run_1/wire_density.png
The die is cut into 22 by 22 equal tiles; black is low, pale yellow is high, scaled to the fullest tile. Values are wire area over tile area, all layers added.
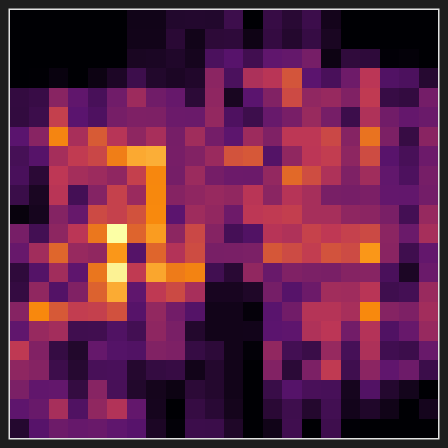
run_1/metal_stack.png
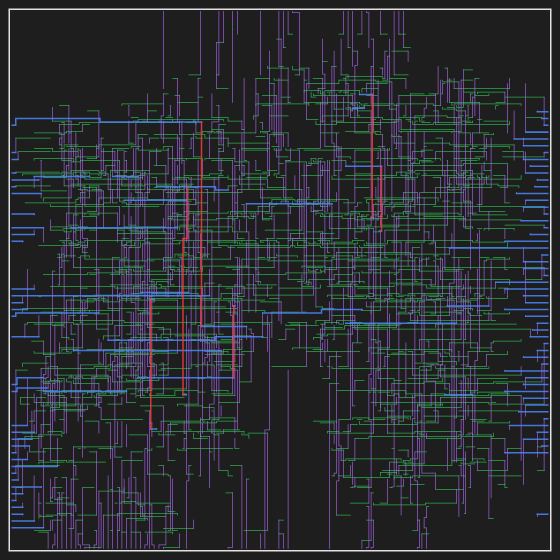
run_1/final_placement.png
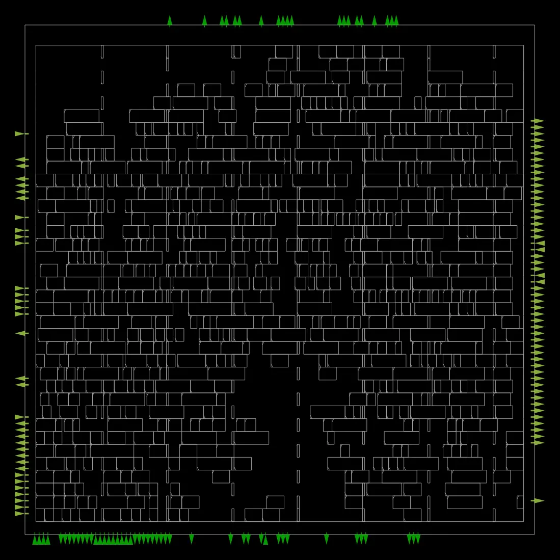
[config.mk]
export PLATFORM = sky130hd
export DESIGN_NAME = cache_fill_fsm
export DESIGN_NICKNAME = d
export VERILOG_FILES = /design/src/rtl/cache_fill_fsm.sv
export SDC_FILE = /design/constraint.sdc
export NUM_CORES = 1
export LEC_CHECK = 0
export CAP_MARGIN = 5
export CORE_MARGIN = 2
export CORE_UTILIZATION = 41
export CTS_CLUSTER_DIAMETER = 30
export DETAILED_ROUTE_END_ITERATION = 12
export HOLD_SLACK_MARGIN = 0.06
export PLACE_DENSITY = 0.75
export SLEW_MARGIN = 20
export SYNTH_ARGS = -nofsm -noshare
export SYNTH_HDL_FRONTEND = slang
export SYNTH_SLANG_ARGS = --single-unit
[constraint.sdc]
create_clock -name clk -period 2.6 [get_ports clk]
set_clock_uncertainty 0.2 [all_clocks]
set_input_delay 0.39 -clock clk [delete_from_list [all_inputs] [get_ports clk]]
set_output_delay 0.39 -clock clk [all_outputs]
set_load 0.01 [all_outputs]
[src/rtl/cache_fill_fsm.sv]
// cache_fill_fsm: miss fill controller for the data/metadata way arrays.
// Define CACHE_FILL_CWF_EN to fetch and write the missed word first.
module cache_fill_fsm #(
  parameter int ADDR_WIDTH = 16,
  parameter int DATA_WIDTH = 16
) (
  input  logic                  clk,
  input  logic                  rst,
  input  logic                  miss_detected,
  input  logic [ADDR_WIDTH-1:0] miss_address,
  input  logic                  memory_data_valid,
  input  logic [DATA_WIDTH-1:0] memory_data,
  output logic                  fsm_busy,
  output logic                  mem_read_en,
  output logic [ADDR_WIDTH-1:0] memory_address,
  output logic [63:0]           set_enable,
  output logic [7:0]            word_enable,
  output logic                  write_data_array,
  output logic [DATA_WIDTH-1:0] fill_data,
  output logic                  write_tag_array,
  output logic [7:0]            tag_data,
  output logic                  fill_done
);

`ifdef CACHE_FILL_CWF_EN
  localparam bit CWF = 1'b1;
`else
  localparam bit CWF = 1'b0;
`endif

  typedef enum logic [1:0] {
    S_IDLE,
    S_REQ,
    S_WAIT,
    S_META
  } state_t;

  state_t                state;
  logic [ADDR_WIDTH-1:1] addr_q;
  logic [2:0]            req_cnt;
  logic [3:0]            rcv_cnt;
  logic                  req_done;

  logic                  accept;
  logic [3:0]            rcv_next;
  logic [2:0]            word_idx;
  logic                  to_meta;
  logic [5:0]            tag_bits;

  function automatic logic [2:0] order(
    input logic [2:0] i,
    input logic [2:0] off
  );
    return CWF ? 3'(off + i) : i;
  endfunction

  // Tag bits above the address width read as zero.
  for (genvar k = 0; k < 6; k++) begin : g_tag
    if (10 + k < ADDR_WIDTH) begin : g_in
      assign tag_bits[k] = addr_q[10+k];
    end else begin : g_out
      assign tag_bits[k] = 1'b0;
    end
  end

  // Words beyond the eighth, or outside a fill, are dropped.
  assign accept = memory_data_valid
                & ((state == S_REQ) | (state == S_WAIT))
                & ~rcv_cnt[3];

  assign rcv_next = rcv_cnt + {3'b000, accept};
  assign word_idx = order(rcv_cnt[2:0], addr_q[3:1]);

  assign to_meta = rcv_next[3]
                 & (((state == S_REQ) & (req_cnt == 3'd7))
                  | ((state == S_WAIT) & req_done));

  assign write_data_array = accept;
  assign word_enable      = accept ? (8'h01 << word_idx) : 8'h00;
  assign fill_data        = accept ? memory_data : '0;

  always_ff @(posedge clk) begin
    if (rst) begin
      state           <= S_IDLE;
      addr_q          <= '0;
      req_cnt         <= '0;
      rcv_cnt         <= '0;
      req_done        <= 1'b0;
      fsm_busy        <= 1'b0;
      mem_read_en     <= 1'b0;
      memory_address  <= '0;
      set_enable      <= '0;
      write_tag_array <= 1'b0;
      tag_data        <= '0;
      fill_done       <= 1'b0;
    end else begin
      unique case (state)
        S_IDLE: begin
          if (miss_detected) begin
            state          <= S_REQ;
            addr_q         <= miss_address[ADDR_WIDTH-1:1];
            req_cnt        <= '0;
            rcv_cnt        <= '0;
            req_done       <= 1'b0;
            fsm_busy       <= 1'b1;
            mem_read_en    <= 1'b1;
            memory_address <= {miss_address[ADDR_WIDTH-1:4],
                               order(3'd0, miss_address[3:1]),
                               1'b0};
            set_enable     <= 64'(1) << miss_address[9:4];
          end
        end
        S_REQ: begin
          rcv_cnt <= rcv_next;
          req_cnt <= req_cnt + 3'd1;
          if (req_cnt == 3'd7) begin
            req_done       <= 1'b1;
            mem_read_en    <= 1'b0;
            memory_address <= '0;
            state          <= S_WAIT;
          end else begin
            memory_address <= {addr_q[ADDR_WIDTH-1:4],
                               order(req_cnt + 3'd1, addr_q[3:1]),
                               1'b0};
          end
        end
        S_WAIT: begin
          rcv_cnt <= rcv_next;
        end
        S_META: begin
          state           <= S_IDLE;
          fsm_busy        <= 1'b0;
          set_enable      <= '0;
          write_tag_array <= 1'b0;
          tag_data        <= '0;
          fill_done       <= 1'b0;
        end
        default: state <= S_IDLE;
      endcase

      // Last word landed with all requests out: commit metadata.
      if (to_meta) begin
        state           <= S_META;
        req_done        <= 1'b1;
        mem_read_en     <= 1'b0;
        memory_address  <= '0;
        write_tag_array <= 1'b1;
        fill_done       <= 1'b1;
        tag_data        <= {2'b10, tag_bits};
      end
    end
  end

endmodule
==> flow_summary.ini, run 1 <==
; yosys + openroad results
[finish]
stdcell_area_um2 = 6140
most-common-layout-cells = nand2_1, clkdlybuf4s50_1, dfxtp_1
fin_util_pct = 59.2
lay_top_count = nand2_1
buffers = 166
sh_seq_area_pct = 35.9
largest_cell_class = flip-flops and latches
logic_gates = 381
n_fill_cell = 937
layout.nets = 728
drive_gt1_share_pct = 11.2
n_all_inverters = 15
clockBufferCount = 9
clkCellAreaFrac_pct = 3.24

[setup_path]
cp_num_buf_inv = 4
cp_max_fo = 17
path_delay_family = buffers and inverters
r2r-start = state[1]
cpMaxStageDelayCell = dfxtp_2
worst_setup_path_end_kind = output pin
worstPathCellList = inv_2 > ha_4 > nand2_1 > or2_2 > inv_4 > buf_12 > and2_1 > clkdlybuf4s15_2
r2r_slack_ns = 0.20
cp-start-kind = register

[timing]
worst_pin_slew_ns = 0.814
maxSlewViolCount = 0
finalSetupViolations = 0
fin_crit_sh_pct = 97.3
finalCriticalPeriod_ns = 2.53

[clock_network]
cts-root-buf = clkbuf_8
insertion_delay_ns = 0.37
cts_tree = done
htreeDepth = 3
ctsResizeCount = 64
cts_setup_buffers = 0
cts.path.max_buffers = 2
clock-sinks = 110

[yosys]
common_cells = nand2_1, dfxtp_1, o21ai_0
syn_area_per_cell_um2 = 8.10
largest_area_cell = dfxtp_1
ys_sh_mux_pct = 0.227
synthTopLogicFamily = simple AND/OR/NAND/NOR gates
ys_seq_elements = 110
edf_count = 0
syn_inst = 544
synth_cell_types = 41
netlist.area_leader.share_pct = 50.0
ys_sh_xor_pct = 0
yosys_area_um2 = 4400
syn_area_um2 = 4400
yosys-top-cells-area = dfxtp_1, nand2_1, o21ai_0, a21oi_1, nor2_1
postSynth.asyncResetShare_pct = 0
postSynthSeqShare_pct = 50.0

[status]
outcome = finished clean

[floorplanning]
chipArea_um2 = 11600
row_count = 37
initCoreUtil_pct = 42.5

[power]
swShare_pct = 35.9
intPower_w = 0.00292
p_leak_nw = 2.30
p_switching_w = 0.00164
power_frac_clock_pct = 22.2
p_comb_share_pct = 35.5
pwr-share-seq_pct = 42.3

[route]
drc = 0
vias_per_cell = 5.09
drt_iter0_drc = 182
ant_nets = 0
drt_first_pass_iters = 4

[hold_path]
min_to = set_enable[53]
min_path_cells = 2

[placement]
io_buffer_count = 146
hpwl_mm = 8.81

[global_route]
grt_max_degree = 65
grt_antenna_before_repair = 0
About wire_density.png:
mean over tiles: 0.16
emptiest ninth of the die: south
fullest tile: 0.58

About metal_stack.png:
legend:
  met2:
    colour: purple
    wire_length: 5950 µm
  met1:
    colour: green
    wire_length: 5020 µm
  met4:
    colour: red
    wire_length: 161 µm
  met3:
    colour: blue
    wire_length: 708 µm
gr usage total: 20.7%
total wire length: 11.8 mm
via count: 4196
wire per inst: 14.4 µm

About final_placement.png:
Core Footprint: 10400 µm²
flop count: 110

-- run 1: worst max path at each step --
stage	to	cells past startpoint	from	slack [ns]
floorplan	memory_address[10]	13	state[0]	0.0006
global placement	word_enable[2]	7	memory_data_valid	-0.08
detailed placement	word_enable[2]	7	memory_data_valid	-0.11
CTS	fill_data[7]	8	state[0]	0.002
global route	word_enable[7]	8	state[0]	-0.001
finish	fill_data[12]	8	state[1]	0.07
-- run 1: flip-flops by register name, summed over array words and instances, names as in the netlist --
signal          cells
addr_q             12
fsm_busy            1
mem_read_en         1
memory_address     15
rcv_cnt             4
req_cnt             3
req_done            1
set_enable         64
state               2
tag_data            7
-- run 1: stage by stage --
stage | cells | TNS [ns] | hold slack, ns | total power [W] | setup slack, ns
after global routing | 824 | -0.00143 | 0.284 | 0.00484 | -0.00143
after CTS | 824 | 0 | 0.263 | 0.00460 | 0.00161
after detailed placement | 808 | -1.52 | 0.244 | 0.00363 | -0.112
final | 824 | 0 | 0.261 | 0.00456 | 0.0704
after global placement | 808 | -1.06 | 0.233 | 0.00357 | -0.0846
after floorplan | 545 | 0 | 0.237 | 0.00294 | 0.000607
-- run 1: power by group through the flow --
stage,Clock [W],Sequential [W],Combinational [W]
5_1_grt,0.00111,0.00195,0.00177
2_1_floorplan,0,0.00200,0.000940
3_5_place_dp,0,0.00196,0.00166
3_3_place_gp,0,0.00196,0.00161
4_1_cts,0.00104,0.00193,0.00164
6_report,0.00101,0.00193,0.00162
-- run 1: per-layer routing --
layer | vias to the layer above | share of wire, % | global-route usage [%]
li1 | 2079 | - | -
met4 | 0 | 1.4 | 6.41
met3 | 13 | 6.0 | 4.18
met2 | 134 | 50 | 36.2
met5 | - | 0 | 0
met1 | 1970 | 42 | 25.4
run_1/met1.png
Supply wires on this layer in grey.
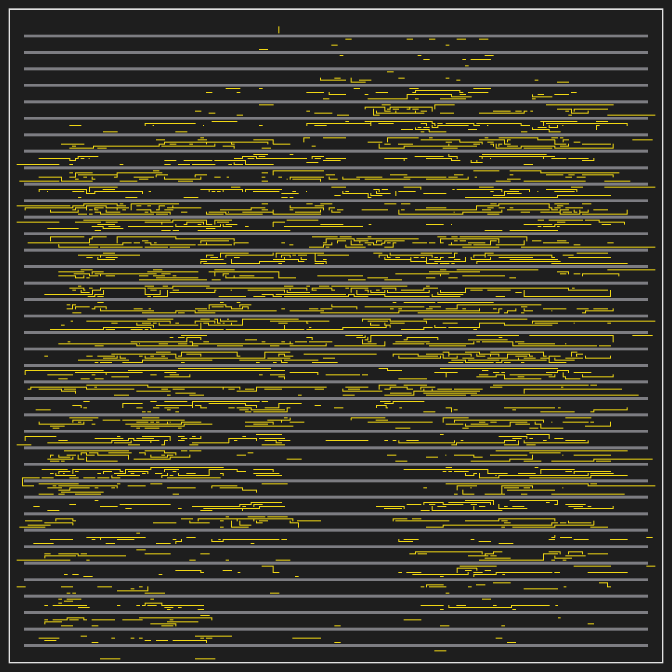

--- run 2 (diff from run 1) ---
--- a/config.mk
+++ b/config.mk
@@ -6,9 +6,12 @@
 export NUM_CORES = 1
 export LEC_CHECK = 0
 export CAP_MARGIN = 5
+export CELL_PAD_IN_SITES_DETAIL_PLACEMENT = 1
+export CELL_PAD_IN_SITES_GLOBAL_PLACEMENT = 2
 export CORE_MARGIN = 2
-export CORE_UTILIZATION = 41
+export CORE_UTILIZATION = 23
 export CTS_CLUSTER_DIAMETER = 30
+export CTS_CLUSTER_SIZE = 25
 export DETAILED_ROUTE_END_ITERATION = 12
 export HOLD_SLACK_MARGIN = 0.06
 export PLACE_DENSITY = 0.75
run_2/met1.png
Supply wires on this layer in grey.
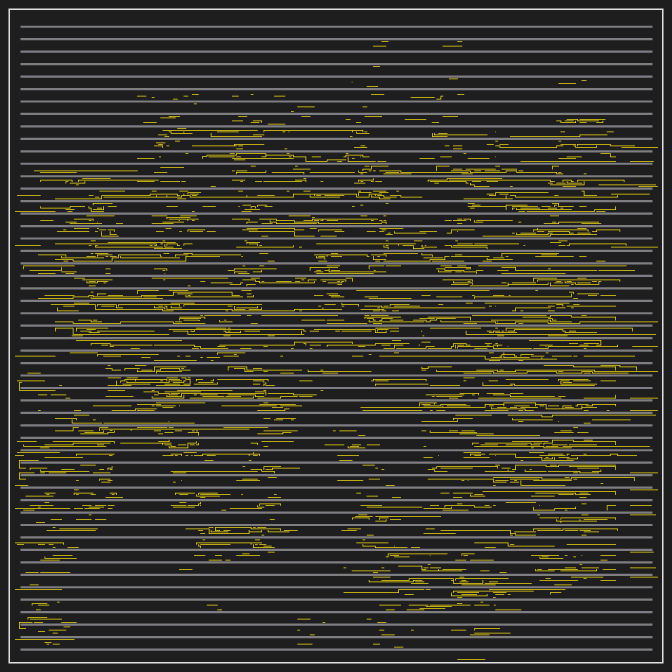
main direction: horizontal
longest straight run: 41.4 µm
nets with wire on the layer: 640
wire length on this layer: 6540 µm
share of all routed wire: 43%

run_2/wire_density.png
The die is cut into 28 by 28 equal tiles; black is low, pale yellow is high, scaled to the fullest tile. Values are wire area over tile area, all layers added.
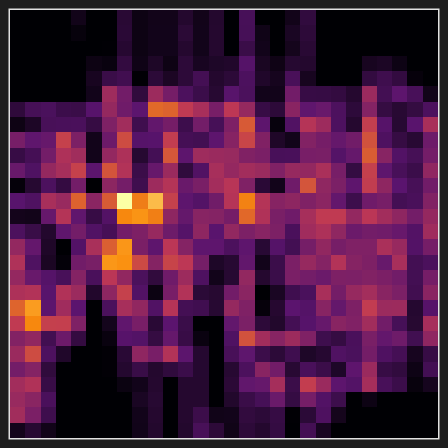
nearly empty tiles: 18%
tiles over half the peak: 6.0%
mean over tiles: 0.12
fullest tile: 0.54

run_2/cell_classes.png
Bar = 50 µm. Fill, decap, tap and diode cells in grey.
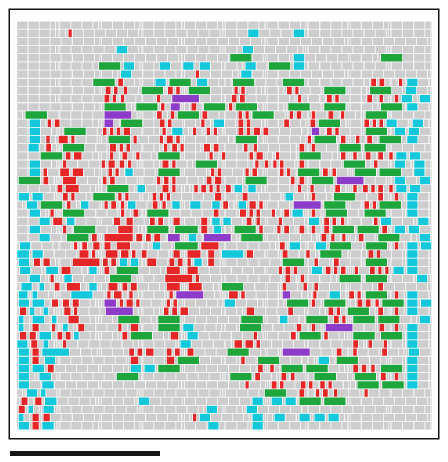
legend:
  clock drivers and dummy loads:
    colour: purple
    cells: 15
    share_of_their_area: 4.5%
  all other logic:
    colour: red
    cells: 396
    share_of_their_area: 33%
  other buffers and delay cells:
    colour: cyan
    cells: 172
    share_of_their_area: 27%
  flip-flops:
    colour: green
    cells: 110
    share_of_their_area: 36%

==> run 2 against run 1 <==
  * Combinational power increased by 7%
  * Clock-buffer cell count unchanged
  * Largest power group unchanged
  * Final area rose by 5.2%
==> flow_summary.ini, run 2 <==
; yosys + openroad results
[clock_network]
cts_tree = done
htreeDepth = 3
insertion_delay_ns = 0.36
cts-root-buf = clkbuf_16
cts.path.max_buffers = 2
cts_setup_buffers = 0
clock-sinks = 110

[finish]
drive_gt1_share_pct = 12.0
largest_reg_flops = 64
layout.nets = 734
top_register = set_enable
top_regs = set_enable: 64 flops, memory_address: 15 flops, addr_q: 12 flops
final_cells = 927
stdcell_area_um2 = 6460
most-common-layout-cells = nand2_1, clkdlybuf4s50_1, dfxtp_1
fin_util_pct = 34.4

[floorplanning]
core_region_area_um2 = 18800
chipArea_um2 = 20300
initCoreUtil_pct = 23.5
row_count = 50

[setup_path]
worst_setup_path_end_kind = output pin
r2r_slack_ns = 0.24
path_delay_family = buffers and inverters
cp_max_fo = 9
cpMaxStageDelayCell = dfxtp_2
worstPathCellList = inv_2 > ha_4 > nand2_1 > or2_4 > inv_4 > clkbuf_16 > and2_1 > clkdlybuf4s15_2

[global_route]
globalRoute.busiestLayer = met2
grt_antenna_before_repair = 1
grt_usage_pct = 15.1
use_met3_pct = 4.10
use_met2_pct = 27.7
grt_use_met1_pct = 17.5

[route]
vias = 4278
vias_per_cell = 4.61
drt_first_pass_iters = 4
ant_nets = 0
drc = 0
drt_iter0_drc = 155
drt_wl_total_mm = 15.1

[power]
pg_seq_w = 0.00193
top_power_group = registers
swShare_pct = 34.9
clock_power_w = 0.00134
p_comb_w = 0.00173
p_switching_w = 0.00175
intPower_w = 0.00326
p_comb_share_pct = 34.6
pwr-share-seq_pct = 38.6
p_leak_nw = 2.37
power_frac_clock_pct = 26.8

[placement]
dp_slack_ns = -0.132
dp_cells = 911
hpwl_mm = 11.4

[hold_path]
min_to = set_enable[51]
min_path_cells = 2

[yosys]
postSynthSeqShare_pct = 50.0
netlist.area_leader.share_pct = 50.0
syn_area_per_cell_um2 = 8.10
syn_area_um2 = 4400
postSynth.asyncResetShare_pct = 0
yosys_area_um2 = 4400
ys_seq_elements = 110
syn_inst = 544
largest_area_cell = dfxtp_1

[timing]
whs_ns = 0.257
maxSlewViolCount = 0
finalCriticalPeriod_ns = 2.48
setup_slack_ns = 0.122
worst_pin_slew_ns = 0.845
finalSetupViolations = 0

[status]
outcome = finished clean
-- run 2: cell counts after synthesis --
Identical to the previous run, type by type.
-- run 2: worst max-delay path by stage --
stage,from,to,slack (ns),depth (start not counted)
detailed placement,memory_data_valid,word_enable[2],-0.13,7
CTS,state[1],word_enable[7],-0.01,8
global placement,memory_data_valid,word_enable[2],-0.08,7
global route,state[0],fill_data[7],0.05,8
floorplan,state[0],memory_address[10],0.0006,13
finish,state[1],fill_data[7],0.12,8
-- run 2: cell families after synthesis --
| logic type | Yosys count | share of synthesized area [%] |
|---|---|---|
| AND-OR/OR-AND | 122 | 15.4 |
| adder cells (fa/ha/maj) | 9 | 2.56 |
| buffers and inverters | 54 | 6.53 |
| flip-flops | 110 | 50.0 |
| multiplexers | 1 | 0.227 |
| other | 1 | 0.0851 |
| AND/OR/NAND/NOR | 247 | 25.2 |
-- run 2: per-layer routing --
| layer | vias to the layer above | share of wire [%] |
|---|---|---|
| met5 | - | 0.073 |
| met4 | 2 | 1.0 |
| met3 | 15 | 5.5 |
| met2 | 130 | 50 |
| met1 | 2034 | 43 |
| li1 | 2097 | - |
-- run 2: layout make-up --
class	count	area, µm²
fill	2224	12300
sequential	110	2200
multi-input combinational	381	1980
timing repair buffer	172	1650
tap	234	293
clock buffer	9	225
inverter	15	58.8
clock inverter	6	55.1
-- run 2: through the flow --
step           total power (W)  TNS (ns)
6_report               0.00501         0
5_1_grt                0.00532         0
4_1_cts                0.00506   -0.0154
3_5_place_dp           0.00372     -1.54
3_3_place_gp           0.00366     -1.11
2_1_floorplan          0.00294         0
-- run 2: timing repair --
action	in CTS	in global routing
pin swaps	1	1
resized	76	19
cloned	0	1
hold endpoints to repair	0	0
hold buffers	0	0
endpoints found under the setup margin	25	37
Power is estimated from default activity; no workload was simulated.
